==> run_1/met1.png <==
Supply wires on this layer in grey.
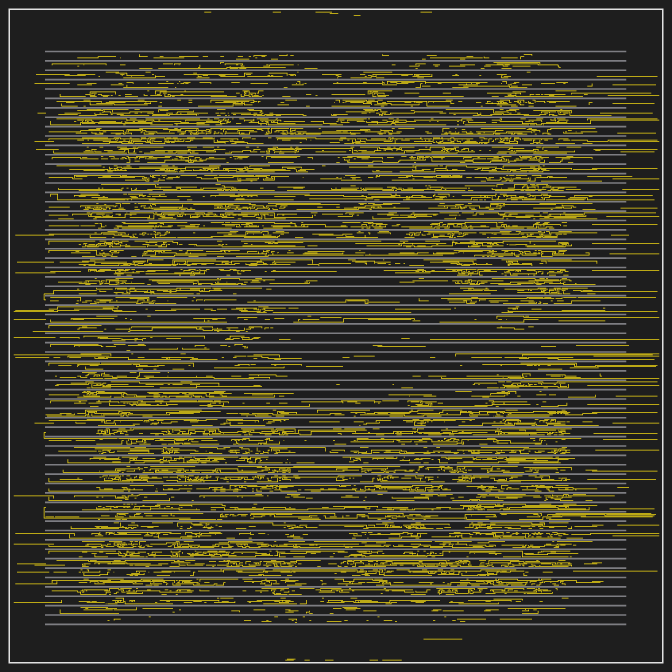
==> run_1/metal_stack.png <==
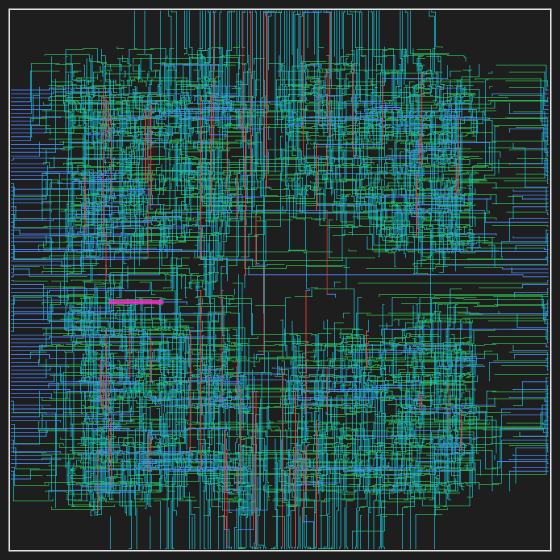
==> run_1/final_placement.png <==
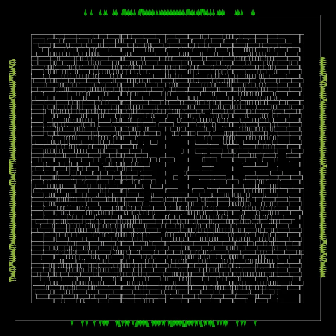
**src/rtl/wb_regfile_if.sv**
```systemverilog
// wb_regfile_if: single-beat Wishbone B4 pipelined bus between the control-port master
// and the register bank slave.
interface wb_regfile_if #(
   parameter int ADDR_WIDTH = 4
);
   logic                  i_wb_cyc;
   logic                  i_wb_stb;
   logic                  i_wb_we;
   logic [ADDR_WIDTH-1:0] i_wb_addr;
   logic [31:0]           i_wb_data;
   logic [3:0]            i_wb_sel;
   logic                  o_wb_stall;
   logic                  o_wb_ack;
   logic [31:0]           o_wb_data;
   modport master (
      output i_wb_cyc, i_wb_stb, i_wb_we, i_wb_addr, i_wb_data, i_wb_sel,
      input  o_wb_stall, o_wb_ack, o_wb_data
   );
   modport slave (
      input  i_wb_cyc, i_wb_stb, i_wb_we, i_wb_addr, i_wb_data, i_wb_sel,
      output o_wb_stall, o_wb_ack, o_wb_data
   );
endinterface

```
**src/rtl/wb_regfile.sv**
```systemverilog
// wb_regfile: Wishbone B4 pipelined register bank with fixed ack latency.
// Define WB_REGFILE_RANDSTALL_EN to add an LFSR-driven random stall generator.
module wb_regfile #(
   parameter int                      ADDR_WIDTH   = 4,
   parameter int                      NUM_REGS     = 8,
   parameter int                      ACK_LATENCY  = 1,
   parameter logic [NUM_REGS*32-1:0]  RESET_VALUES = '0
) (
   input  logic                      i_clk,
   input  logic                      i_rst,
   wb_regfile_if.slave               wb,
   output logic [NUM_REGS*32-1:0]    o_regs,
   output logic [NUM_REGS-1:0]       o_wr_strobe
);
   logic [NUM_REGS-1:0][31:0]    regs_q, regs_d;
   logic [NUM_REGS-1:0]          strobe_q, strobe_d;
   logic [ACK_LATENCY-1:0]       vld_q, vld_d;
   logic [ACK_LATENCY-1:0][31:0] dat_q, dat_d;
   logic [31:0]                  rd_data;
   logic                         stall;
   logic                         acc;

   assign acc = wb.i_wb_cyc & wb.i_wb_stb & !stall;

   // Read data is taken from regs_q, so it always reflects the value before a same-edge write.
   always_comb begin
      rd_data  = '0;
      strobe_d = '0;
      regs_d   = regs_q;
      for (int k = 0; k < NUM_REGS; k++) begin
         if (wb.i_wb_addr == ADDR_WIDTH'(k)) begin
            rd_data     = regs_q[k];
            strobe_d[k] = acc & wb.i_wb_we;
         end
         for (int b = 0; b < 4; b++)
            if (acc & wb.i_wb_we & wb.i_wb_sel[b] & (wb.i_wb_addr == ADDR_WIDTH'(k)))
               regs_d[k][8*b +: 8] = wb.i_wb_data[8*b +: 8];
      end
   end

   always_comb begin
      vld_d    = '0;
      dat_d    = '0;
      vld_d[0] = acc;
      dat_d[0] = (acc & !wb.i_wb_we) ? rd_data : '0;
      for (int i = 1; i < ACK_LATENCY; i++) begin
         vld_d[i] = wb.i_wb_cyc ? vld_q[i-1] : 1'b0;
         dat_d[i] = wb.i_wb_cyc ? dat_q[i-1] : '0;
      end
   end

   always_ff @(posedge i_clk) begin
      if (i_rst) begin
         regs_q   <= RESET_VALUES;
         strobe_q <= '0;
         vld_q    <= '0;
         dat_q    <= '0;
      end else begin
         regs_q   <= regs_d;
         strobe_q <= strobe_d;
         vld_q    <= vld_d;
         dat_q    <= dat_d;
      end
   end

`ifdef WB_REGFILE_RANDSTALL_EN
   logic [15:0] lfsr_q, lfsr_d;
   assign lfsr_d = {lfsr_q[14:0], lfsr_q[15] ^ lfsr_q[13] ^ lfsr_q[12] ^ lfsr_q[10]};
   always_ff @(posedge i_clk) begin
      lfsr_q <= i_rst ? 16'hACE1 : lfsr_d;
   end
   assign stall = (lfsr_q[1:0] == 2'b00) & !i_rst;
`else
   assign stall = 1'b0;
`endif

   assign wb.o_wb_stall = stall;
   assign wb.o_wb_ack   = vld_q[ACK_LATENCY-1];
   assign wb.o_wb_data  = dat_q[ACK_LATENCY-1];
   assign o_regs        = regs_q;
   assign o_wr_strobe   = strobe_q;
endmodule

```
**src/flat_wrapper.sv**
```systemverilog
// flat-port wrapper written by rule: the top's interface ports become plain ports
module wb_regfile_flat 
#(
   parameter int                      ADDR_WIDTH   = 4,
   parameter int                      NUM_REGS     = 8,
   parameter int                      ACK_LATENCY  = 1,
   parameter logic [NUM_REGS*32-1:0]  RESET_VALUES = '0
)
  (i_clk, i_rst, o_regs, o_wr_strobe, wb_i_wb_cyc, wb_i_wb_stb, wb_i_wb_we, wb_i_wb_addr, wb_i_wb_data, wb_i_wb_sel, wb_o_wb_stall, wb_o_wb_ack, wb_o_wb_data);
  wb_regfile_if #(.ADDR_WIDTH(ADDR_WIDTH)) wb_i ();
  input  logic i_clk;
  input  logic i_rst;
  output logic [NUM_REGS*32-1:0] o_regs;
  output logic [NUM_REGS-1:0] o_wr_strobe;
  input wire logic [$bits(wb_i.i_wb_cyc)-1:0] wb_i_wb_cyc;
  input wire logic [$bits(wb_i.i_wb_stb)-1:0] wb_i_wb_stb;
  input wire logic [$bits(wb_i.i_wb_we)-1:0] wb_i_wb_we;
  input wire logic [$bits(wb_i.i_wb_addr)-1:0] wb_i_wb_addr;
  input wire logic [$bits(wb_i.i_wb_data)-1:0] wb_i_wb_data;
  input wire logic [$bits(wb_i.i_wb_sel)-1:0] wb_i_wb_sel;
  output wire logic [$bits(wb_i.o_wb_stall)-1:0] wb_o_wb_stall;
  output wire logic [$bits(wb_i.o_wb_ack)-1:0] wb_o_wb_ack;
  output wire logic [$bits(wb_i.o_wb_data)-1:0] wb_o_wb_data;
  assign wb_i.i_wb_cyc = wb_i_wb_cyc;
  assign wb_i.i_wb_stb = wb_i_wb_stb;
  assign wb_i.i_wb_we = wb_i_wb_we;
  assign wb_i.i_wb_addr = wb_i_wb_addr;
  assign wb_i.i_wb_data = wb_i_wb_data;
  assign wb_i.i_wb_sel = wb_i_wb_sel;
  assign wb_o_wb_stall = wb_i.o_wb_stall;
  assign wb_o_wb_ack = wb_i.o_wb_ack;
  assign wb_o_wb_data = wb_i.o_wb_data;
  wb_regfile #(.ADDR_WIDTH(ADDR_WIDTH), .NUM_REGS(NUM_REGS), .ACK_LATENCY(ACK_LATENCY), .RESET_VALUES(RESET_VALUES)) u_core (.i_clk(i_clk), .i_rst(i_rst), .wb(wb_i), .o_regs(o_regs), .o_wr_strobe(o_wr_strobe));
endmodule
```
**config.mk**
```make
export PLATFORM = sky130hd
export DESIGN_NAME = wb_regfile_flat
export DESIGN_NICKNAME = d
export VERILOG_FILES = /design/src/rtl/wb_regfile_if.sv /design/src/rtl/wb_regfile.sv /design/src/flat_wrapper.sv
export SDC_FILE = /design/constraint.sdc
export NUM_CORES = 1
export LEC_CHECK = 0
export ABC_AREA = 1
export ABC_CLOCK_PERIOD_IN_PS = 1800
export CORE_MARGIN = 10
export CORE_UTILIZATION = 43
export DETAILED_ROUTE_END_ITERATION = 6
export HOLD_SLACK_MARGIN = 0.15
export PLACE_DENSITY = 0.78
export REMOVE_ABC_BUFFERS = 1
export SYNTH_ARGS = -nofsm -noshare
export SYNTH_HDL_FRONTEND = slang
export SYNTH_SLANG_ARGS = --single-unit
```
**constraint.sdc**
```tcl
create_clock -name i_clk -period 1.8 [get_ports i_clk]
set_input_delay 0.54 -clock i_clk [delete_from_list [all_inputs] [get_ports i_clk]]
set_output_delay 0.54 -clock i_clk [all_outputs]
set_load 0.1 [all_outputs]
```
==> qor.json, run 1 <==
{
  "run_status": "completed",
  "reg2reg_to": "u_core.wb.o_wb_data[13]",
  "horizontal_die_dimension_um": 189,
  "cells_yosys": 1694,
  "ys_types": 24,
  "fin_crit_sh_pct": 99.3,
  "synthesis.instances": 1694,
  "finClkSkew_ns": 0.0237,
  "detail_route.vias_per_cell": 5.56,
  "startpoint_type": "flop",
  "drt_first_iter_violations": 1623,
  "hold_ws_ns": 0.411,
  "area_growth_pct": 71.3,
  "synth_largest_type_area_fraction_pct": 48.5,
  "cts-buffers-inserted": 31,
  "netlist_top_cells_area": "dfxtp_1 49%, nand2_1 17%, a21oi_1 12%, nand3_1 5.7%, inv_1 2.8%",
  "cap_violations": 0,
  "syn_avg_cell_area_um2": 7.23,
  "drc": 0,
  "timing.critical_path.required_ns": 1.26,
  "antenna_left": 0,
  "sequential_area_share_after_synthesis_pct": 48.5,
  "drive_gt1_share_pct": 25.7,
  "grt_max_degree": 131,
  "die.size.y_um": 189,
  "power.leakage_nw": 7.84,
  "critical_path.top_delay_family": "flip-flops",
  "drtPass1Iterations": 6,
  "fin_total_pwr_mw": 14.4,
  "dpl.hpwl_mm": 37.3,
  "clock_tree.root_cell": "clkbuf_16",
  "portBuffers": 341,
  "clk_transition_reported_paths_ns": 0.06,
  "die_footprint_um2": 35600,
  "critical-path-slowest-cell": "dfxtp_1",
  "crit_chain": "buf_12",
  "grt_pass1_vias": 13600,
  "synth_chip_area_um2": 12300,
  "ys.flops": 297,
  "grt_first_pass_wirelength_mm": 77.8,
  "timing.setup.critical_path_class": "flop to primary output",
  "endpoint_type_of_the_worst_setup_path": "primary output",
  "sequential_cell_area_um2": 5950,
  "report.final.hold_viol_count": 0,
  "internal_power_mw": 11.1,
  "worst_ir_drop_vdd_mv": 0.551,
  "cts_buffer_depth": 3,
  "cp_num_buf_inv": 1,
  "stage_log_warnings": 31,
  "io_pins": 343,
  "finalSetupTns_ns": 0,
  "nNetsFinal": 2102,
  "cts_htree_levels": 1,
  "place_ws_ns": -0.601,
  "worst_ep_arrival_time_ns": 1.25,
  "hold_path.class": "input port to flop",
  "critPathMaxFanout": 3,
  "clock.fmax_ghz": 0.560,
  "depth_of_the_worst_hold_timing_path": 3,
  "grt_remaining_overflow": 0,
  "post_route_worst_setup_slack_ns": 0.0131,
  "synth-warning-count": 0,
  "worst-slew-pin-transition_ns": 0.685,
  "r2r.worst_path.cells": 6,
  "syn-cell-area_um2": 12300,
  "report.final.slew_viol_count": 0,
  "worstHoldEndpoint": "u_core.wb.o_wb_ack",
  "core_region_area_um2": 27900,
  "sequential_group_share_of_total_power_pct": 46.0,
  "cts_tree": "yes",
  "power_frac_comb_pct": 6.5
}
## Picture notes: met1.png
The wires run mostly horizontal. The layer carries 18,900 um of wire.
routing usage on met1: 33.0%
wire length after detailed routing: 50.5 mm

## Picture notes: metal_stack.png
Red marks met4, wire length 2,000 um. Green marks met1, wire length 18,900 um. Blue marks met3, wire length 6,250 um. Magenta marks met5, wire length 17.5 um. Cyan marks met2, wire length 23.3 mm.
aggregate global-route resource usage: 27.0%
via count: 13,700
WL/cell: 20.5 um

## Picture notes: final_placement.png
flip-flop and latch count: 297
floorplan row count: 61
tally of filler cells in the layout: 1,916
fraction of area in registers: 28.3%

run 1: through the flow:
stage	std cells	utilization, %
floorplan	1588	-
global placement	2393	70.5
detailed placement	2393	70.5
CTS	2448	74.4
global route	2458	75.1
finish	2460	75.2
run 1: logic make-up (layout without fill, tap and decap cells):
logic type      after synthesis  in the layout  synth area share [%]
other cells                   1              4                0.0306
buf+inv                     208            593                  6.68
simple gates                868            868                  31.1
compound gates              320            320                  13.7
flops                       297            297                  48.5
run 1: Yosys cell counts, drive strengths merged:
cell type  number
a211oi         16
nand4          32
inv           102
or2            11
clkbuf         79
a21oi         283
nor2          105
nand2         580
conb            1
o21ai          21
nand3         140
dfxtp         297
buf            27
run 1: timing repair:
item / CTS / global route
gates resized: 5 / 38
hold buffers: 0 / 0
buffers inserted: 0 / 9
endpoints found under the setup margin: 10 / 158
pin swaps: 0 / 9
run 1: flip-flops by register name (all words and copies together) (netlist names):
name,flops
u_core.wb.o_wb_data,32
u_core.wb.o_wb_ack,1
u_core.o_regs,256
u_core.o_wr_strobe,8
run 1: layout by cell type (no fill, tap or decap), types with 7 or more instances in the layout:
master	synthesis	routed
a211oi_1	9	9
a211oi_2	7	7
a21oi_1	283	277
buf_12	0	327
buf_4	1	59
clkbuf_16	0	31
clkbuf_8	0	12
clkdlybuf4s50_1	0	36
dfxtp_1	297	296
inv_1	92	83
inv_2	10	17
nand2_1	571	562
nand2_2	4	13
nand3_1	139	139
nand4_1	32	32
nor2_1	67	67
nor2_2	14	9
nor2_4	24	29
o21ai_0	21	21
or2_0	8	8
run 1: power by group through the flow:
stage,Clock (mW),Combinational (mW),Sequential [mW]
CTS,6.84,0.893,6.61
floorplan,0,0.188,6.87
finish,6.83,0.932,6.61
global route,7.09,0.970,6.61
detailed placement,0,0.890,6.76
global placement,0,0.878,6.76
run 1: layout make-up:
type,instances,share of cell area [%]
sequential,297,28.3
timing repair buffer,436,35.8
tap,378,2.25
antenna,3,0.0358
multi-input combinational,1189,26.6
clock buffer,48,4.52
inverter,102,1.86
clock inverter,7,0.644
run 1: routing by layer:
| metal | vias to the layer above | part of all wire [%] | wire [um] | global-route usage, % |
|---|---|---|---|---|
| li1 | 6223 | - | - | - |
| met2 | 917 | 46 | 23300 | 43.3 |
| met4 | 2 | 4.0 | 2000 | 10.8 |
| met1 | 6373 | 38 | 18900 | 33.0 |
| met3 | 155 | 12 | 6250 | 8.71 |
| met5 | - | 0.034 | 17 | 0 |
run 1: how the worst max path moves through the flow:
| stage | end | depth (start not counted) | from |
|---|---|---|---|
| finish | o_regs[79] | 1 | u_core.o_regs[79] |
| global route | o_regs[105] | 1 | u_core.o_regs[105] |
| CTS | u_core.o_regs[228] | 9 | wb_i_wb_cyc |
| detailed placement | u_core.o_regs[228] | 9 | wb_i_wb_addr[0] |
| global placement | u_core.wb.o_wb_data[2] | 10 | wb_i_wb_addr[1] |
| floorplan | u_core.o_regs[101] | 5 | wb_i_wb_addr[2] |
==> run_1/wire_density.png <==
38 x 38 tiles, from black (low) to pale yellow (high), scaled to the fullest tile. Values are wire area over tile area, all layers added.
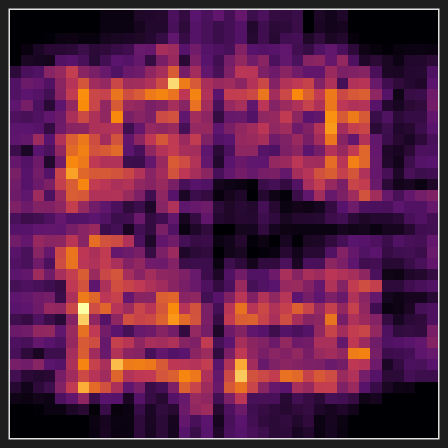

## Run 2: what changed since run 1
- CORE_UTILIZATION: 43 -> 57
- DONT_BUFFER_PORTS: default -> 1
- GPL_TIMING_DRIVEN: default -> 0
- PLACE_DENSITY: 0.78 -> 0.77
==> run_2/wire_density.png <==
33 x 33 tiles, from black (low) to pale yellow (high), scaled to the fullest tile. Values are wire area over tile area, all layers added.
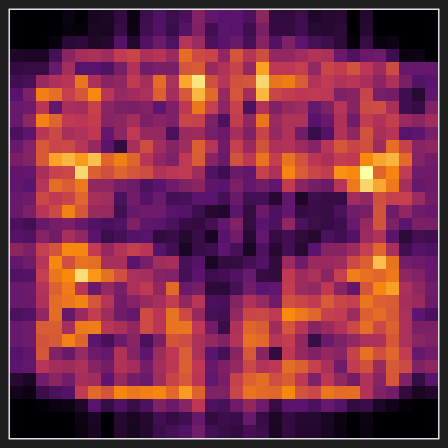
26% of the tiles are over half the peak. The mean over all tiles is 0.28. 5.6% of the tiles are nearly empty. The fullest tile reaches 0.79.

==> qor.json, run 2 <==
{
  "endpoint_type_of_the_worst_setup_path": "flop",
  "ys_top_cells_by_count": "571 x nand2_1, 297 x dfxtp_1, 283 x a21oi_1, 139 x nand3_1, 92 x inv_1",
  "cp_num_buf_inv": 1,
  "cts-buffers-inserted": 34,
  "portBuffers": 0,
  "depth_of_the_worst_hold_timing_path": 1,
  "syn-cell-area_um2": 12300,
  "r2r.worst_path.cells": 6,
  "synth.cellmix.simpleShare_pct": 31.1,
  "drive_gt1_share_pct": 26.4,
  "cts_tree": "yes",
  "ys.flops": 297,
  "worst-slew-pin-transition_ns": 1.20,
  "synth-warning-count": 0,
  "fin_crit_sh_pct": 98.6,
  "post_synth_ao_oa_area_fraction_pct": 13.7,
  "antenna_left": 0,
  "sequential_area_share_after_synthesis_pct": 48.5,
  "cts_buffer_depth": 3,
  "sequential_cell_area_um2": 6320,
  "horizontal_die_dimension_um": 167,
  "dpl.hpwl_mm": 28.6,
  "cts_htree_levels": 2,
  "routed-via-count": 11800,
  "synthesis.instances": 1694,
  "synth_chip_area_um2": 12300,
  "die_footprint_um2": 27800,
  "worstHoldEndpoint": "u_core.o_regs[66]",
  "critical_path.top_delay_family": "simple AND/OR/NAND/NOR gates",
  "mostFrequentLayoutCells": "570 x nand2_1, 297 x dfxtp_2, 283 x a21oi_1",
  "area_growth_pct": 14.2,
  "finClkSkew_ns": 0.00866,
  "synth_largest_type_area_fraction_pct": 48.5,
  "number_of_enable_type_register_cells_in_the_synthesized_netlist": 0,
  "critPathMaxFanout": 9,
  "core_region_area_um2": 21100,
  "timing.setup.critical_path_class": "input port to flop",
  "report.final.hold_viol_count": 0,
  "ys_types": 24,
  "post_route_worst_setup_slack_ns": 0.0251,
  "grt_remaining_overflow": 0,
  "yosysMostFrequentCell": "nand2_1",
  "internal_power_mw": 11.1,
  "aggregate_global_route_resource_usage_pct": 29.3,
  "ff_type": "dfxtp_1",
  "run_status": "completed",
  "cap_violations": 0,
  "crit_chain": "nand2_1 -> nor2_4 -> nand2_2 -> nor2_2 -> inv_2 -> nand2_1 -> a21oi_1",
  "hold_path.class": "input port to flop",
  "clock.fmax_ghz": 0.563,
  "netlist_top_cells_area": "dfxtp_1 49%, nand2_1 17%, a21oi_1 12%, nand3_1 5.7%, inv_1 2.8%",
  "mux_area_share_pct": 0,
  "detail_route.vias_per_cell": 6.09,
  "clock_tree.root_cell": "clkbuf_16",
  "stage_log_warnings": 29,
  "power_frac_comb_pct": 2.8,
  "die.size.y_um": 167,
  "drtPass1Iterations": 6,
  "report.final.slew_viol_count": 0,
  "route.detailed.wl_per_inst_um": 23.1,
  "grt_first_pass_wirelength_mm": 65.5,
  "yosys-dominant-comb-family": "simple AND/OR/NAND/NOR gates",
  "wirelength_mm": 44.8,
  "flip_flop_count_of_the_largest_register_after_layout": 256,
  "synth_async_sr_flop_share_pct": 0,
  "power.leakage_nw": 4.88,
  "timing.critical_path.required_ns": 2.16,
  "synth_xor_xnor_area_share_pct": 0,
  "io_pins": 343,
  "fin_total_pwr_mw": 14.2
}
-- run 2: worst max path at each step --
stage / start / to / depth (start not counted)
2_1_floorplan: wb_i_wb_addr[2] / u_core.o_regs[101] / 5
3_3_place_gp: wb_i_wb_addr[2] / u_core.wb.o_wb_data[20] / 7
3_5_place_dp: wb_i_wb_addr[3] / u_core.o_regs[230] / 8
4_1_cts: wb_i_wb_addr[2] / u_core.o_regs[106] / 6
5_1_grt: wb_i_wb_addr[3] / u_core.o_regs[159] / 8
6_report: wb_i_wb_cyc / u_core.o_regs[159] / 7
-- run 2: layer usage --
metal  routed length, um  GRT usage [%]
met5                   0              0
met4                1310           9.24
met3                6850           13.1
met2               20300           45.4
met1               16300           35.7
-- run 2: final cells by class --
| type | count | share of cell area (%) |
|---|---|---|
| clock inverters | 6 | 0.930 |
| clock buffers | 46 | 7.15 |
| inverters | 102 | 2.84 |
| repair inverters | 1 | 0.0537 |
| flip-flops and latches | 297 | 45.2 |
| multi-input cells | 1193 | 39.7 |
| repair buffers | 20 | 1.66 |
| well taps | 275 | 2.46 |
-- run 2: per-stage QoR --
stage	instances	cell area, um2
after floorplan	1588	11800
after global placement	1863	12200
after detailed placement	1866	12200
after CTS	1932	13900
after global routing	1940	14000
final	1940	14000
-- run 2: power by group through the flow --
| stage | combinational [mW] | sequential (mW) | clock [mW] |
|---|---|---|---|
| after floorplan | 0.188 | 6.87 | 0 |
| after global placement | 0.273 | 6.88 | 0 |
| after detailed placement | 0.297 | 6.88 | 0 |
| after CTS | 0.344 | 6.74 | 7.10 |
| after global routing | 0.410 | 6.73 | 7.35 |
| final | 0.390 | 6.74 | 7.05 |
-- run 2: what timing repair did --
item,CTS,global route
cloned,4,1
pin swaps,5,1
endpoints found under the setup margin,581,144
gates resized,307,3
buffers inserted,10,6
hold endpoints to repair,148,48
-- run 2: kinds of logic (layout without fill, tap and decap cells) --
logic type | Yosys count | count (layout)
other cells | 1 | 1
flops | 297 | 297
simple gates | 868 | 872
buf+inv | 208 | 175
compound gates | 320 | 320
## Run 3: what changed since run 2
- CORE_UTILIZATION: 57 -> 45
- PLACE_DENSITY: 0.77 -> 0.64
==> run_3/final_placement.png <==
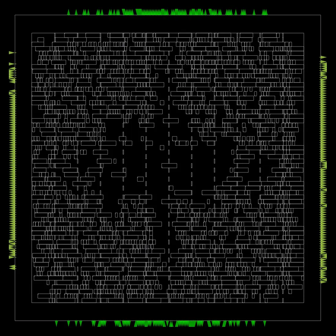
Post-Route Utilization: 55.5%
Tap Cells: 341
core region area: 26,900 um2

==> qor.json, run 3 <==
{
  "run_status": "completed",
  "cts_htree_levels": 1,
  "report.final.hold_viol_count": 0,
  "ys_top_cells_by_count": "571 x nand2_1, 297 x dfxtp_1, 283 x a21oi_1, 139 x nand3_1, 92 x inv_1",
  "power.leakage_nw": 5.04,
  "worst-slew-pin-transition_ns": 1.31,
  "drt_first_iter_violations": 989,
  "r2r.worst_path.cells": 6,
  "grt_pass1_vias": 10700,
  "post_route_worst_setup_slack_ns": 0.00945,
  "instances_no_fill": 2041,
  "fin_crit_sh_pct": 99.5,
  "horizontal_die_dimension_um": 185,
  "area_growth_pct": 21.8,
  "drive_gt1_share_pct": 25.7,
  "grt_remaining_overflow": 0,
  "timing.setup.critical_path_class": "flop to primary output",
  "antenna_left": 0,
  "initial_antenna_violation_count": 0,
  "cts-buffers-inserted": 31,
  "portBuffers": 0,
  "grt_first_pass_wirelength_mm": 69.1,
  "antenna_cells_inserted": 0,
  "report.final.slew_viol_count": 0,
  "routed-via-count": 12000,
  "drc": 0,
  "synthesis.instances": 1694,
  "aggregate_global_route_resource_usage_pct": 26.1,
  "clock_tree.root_cell": "clkbuf_16",
  "die_footprint_um2": 34200,
  "nNetsFinal": 1724,
  "detail_route.vias_per_cell": 5.87,
  "fp-row-count": 60,
  "cts_tree": "yes",
  "cells_yosys": 1694,
  "worstSetupEndpoint": "o_regs[80]",
  "grt_max_degree": 258,
  "drtPass1Iterations": 7,
  "endpoint_type_of_the_worst_setup_path": "primary output",
  "worst_ir_drop_vdd_mv": 0.786,
  "route.detailed.wl_per_inst_um": 23.5,
  "timing.critical_path.required_ns": 1.26,
  "worst_ep_arrival_time_ns": 1.25,
  "ys.flops": 297,
  "startpoint_type": "flop",
  "stage_log_warnings": 29,
  "cts_buffer_depth": 3,
  "flip_flop_count_of_the_largest_register_after_layout": 256,
  "synth_chip_area_um2": 12300,
  "die.size.y_um": 185,
  "syn_avg_cell_area_um2": 7.23,
  "finClkSkew_ns": 0.00803,
  "cap_violations": 0,
  "ys_types": 24,
  "reg2reg_to": "u_core.wb.o_wb_data[25]",
  "yosysMostFrequentCell": "nand2_1",
  "synth_async_sr_flop_share_pct": 0,
  "clock.fmax_ghz": 0.558,
  "mostFrequentLayoutCells": "571 x nand2_1, 283 x a21oi_1, 240 x dfxtp_4",
  "hold_path.class": "input port to flop",
  "wp_depth": 0,
  "io_pins": 343,
  "ff_type": "dfxtp_1",
  "number_of_enable_type_register_cells_in_the_synthesized_netlist": 0,
  "sequential_area_share_after_synthesis_pct": 48.5,
  "synth_largest_type_area_fraction_pct": 48.5,
  "netlist_top_cells_area": "dfxtp_1 49%, nand2_1 17%, a21oi_1 12%, nand3_1 5.7%, inv_1 2.8%",
  "place_ws_ns": -1.40,
  "finalSetupTns_ns": 0,
  "layout_top_cell_excl_fill_tap": "nand2_1",
  "wirelength_mm": 48.0,
  "syn-cell-area_um2": 12300,
  "critPathMaxFanout": 3,
  "hold_ws_ns": 0.0586,
  "timing.critical_path.from": "u_core.o_regs[80]",
  "dpl.hpwl_mm": 30.3,
  "clk_transition_reported_paths_ns": 0.06
}
## run 3: final cells by class
type | instances | area [um2]
Sequential cell | 297 | 6920
Timing Repair inverter | 1 | 7.51
Clock buffer | 45 | 898
Inverter | 102 | 403
Clock inverter | 9 | 123
Tap cell | 341 | 427
Timing Repair Buffer | 53 | 588
Fill cell | 2463 | 12000
Multi-Input combinational cell | 1193 | 5560
## run 3: repair_timing
action / 4_1_cts / 5_1_grt
pin swaps: 6 / 0
gates cloned: 5 / 0
hold buffers: 17 / 19
setup buffers: 11 / 2
setup endpoints to repair: 569 / 124
endpoints found under the hold margin: 257 / 119
resized: 492 / 60
## run 3: cell families (layout without fill, tap and decap cells)
family / Yosys count / in the layout / synth area share [%]
flip-flops: 297 / 297 / 48.5
AND/OR/NAND/NOR: 868 / 872 / 31.1
other: 1 / 1 / 0.0306
AND-OR/OR-AND: 320 / 320 / 13.7
buffers and inverters: 208 / 210 / 6.68
## run 3: stage by stage
step	total power, mW	instance area [um2]
after floorplan	7.06	11800
after global placement	7.17	12200
after detailed placement	7.19	12300
after CTS	13.5	14600
after global routing	13.8	14900
final	13.4	14900
## run 3: per-layer routing
metal | up-vias | global-route usage [%] | wire length [um] | share of wire [%]
met5 | - | 0 | 0 | 0
met4 | 0 | 5.88 | 1050 | 2.2
met3 | 101 | 11.1 | 6730 | 14
met2 | 689 | 40.9 | 22100 | 46
met1 | 5718 | 32.5 | 18200 | 38
li1 | 5481 | - | - | -
## run 3: how the worst min path moves through the flow
stage               slack [ns]            endpoint  depth (start not counted)
floorplan                 0.61    u_core.o_regs[0]                          1
global placement          0.64  u_core.o_regs[227]                          1
detailed placement        0.64  u_core.o_regs[227]                          1
CTS                       0.04  u_core.o_regs[227]                          1
global route              0.04  u_core.o_regs[192]                          1
finish                    0.06  u_core.o_regs[197]                          1
## run 3: worst reg2reg max path, cell delays in order (launching register included)
cell and delay, ns:
dfxtp_2 0.67, inv_1 0.16, nor2_1 0.13, nor2_1 0.09, nand4_1 0.08, nand3_1 0.07
inv_1 0.08
## run 3: report_power, final
part           leakage [nW]  switching, mW  internal [mW]  total [mW]
Sequential             2.62          0.145           6.24        6.38
Combinational          1.93          0.403          0.147       0.550
Clock                 0.503           2.65           3.85        6.50
Total                  5.04           3.20           10.2        13.4

==> screenshots <==
Cells coloured by class.
Scale bar: 50 um. Fill, decap, tap and diode cells in grey.
(a)
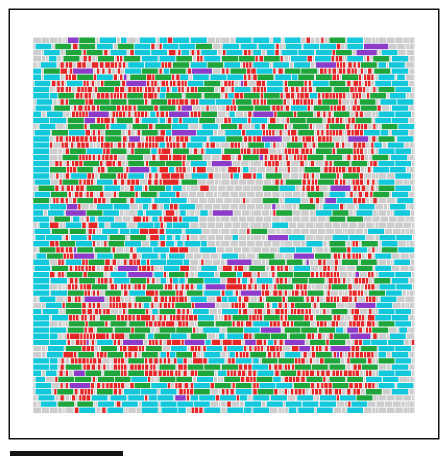
(b)
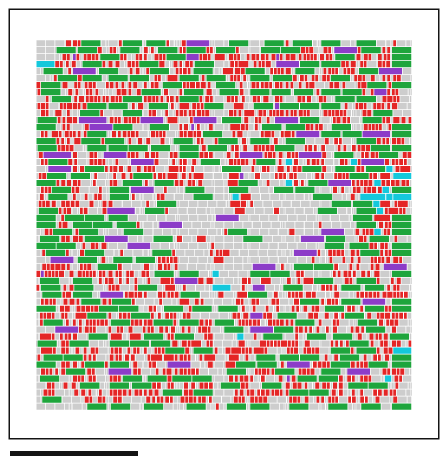
(a) is run 1.
(b) is run 2.
The one with the largest die is (a).

Power figures rest on the tool's default switching activity, not on a simulated workload.
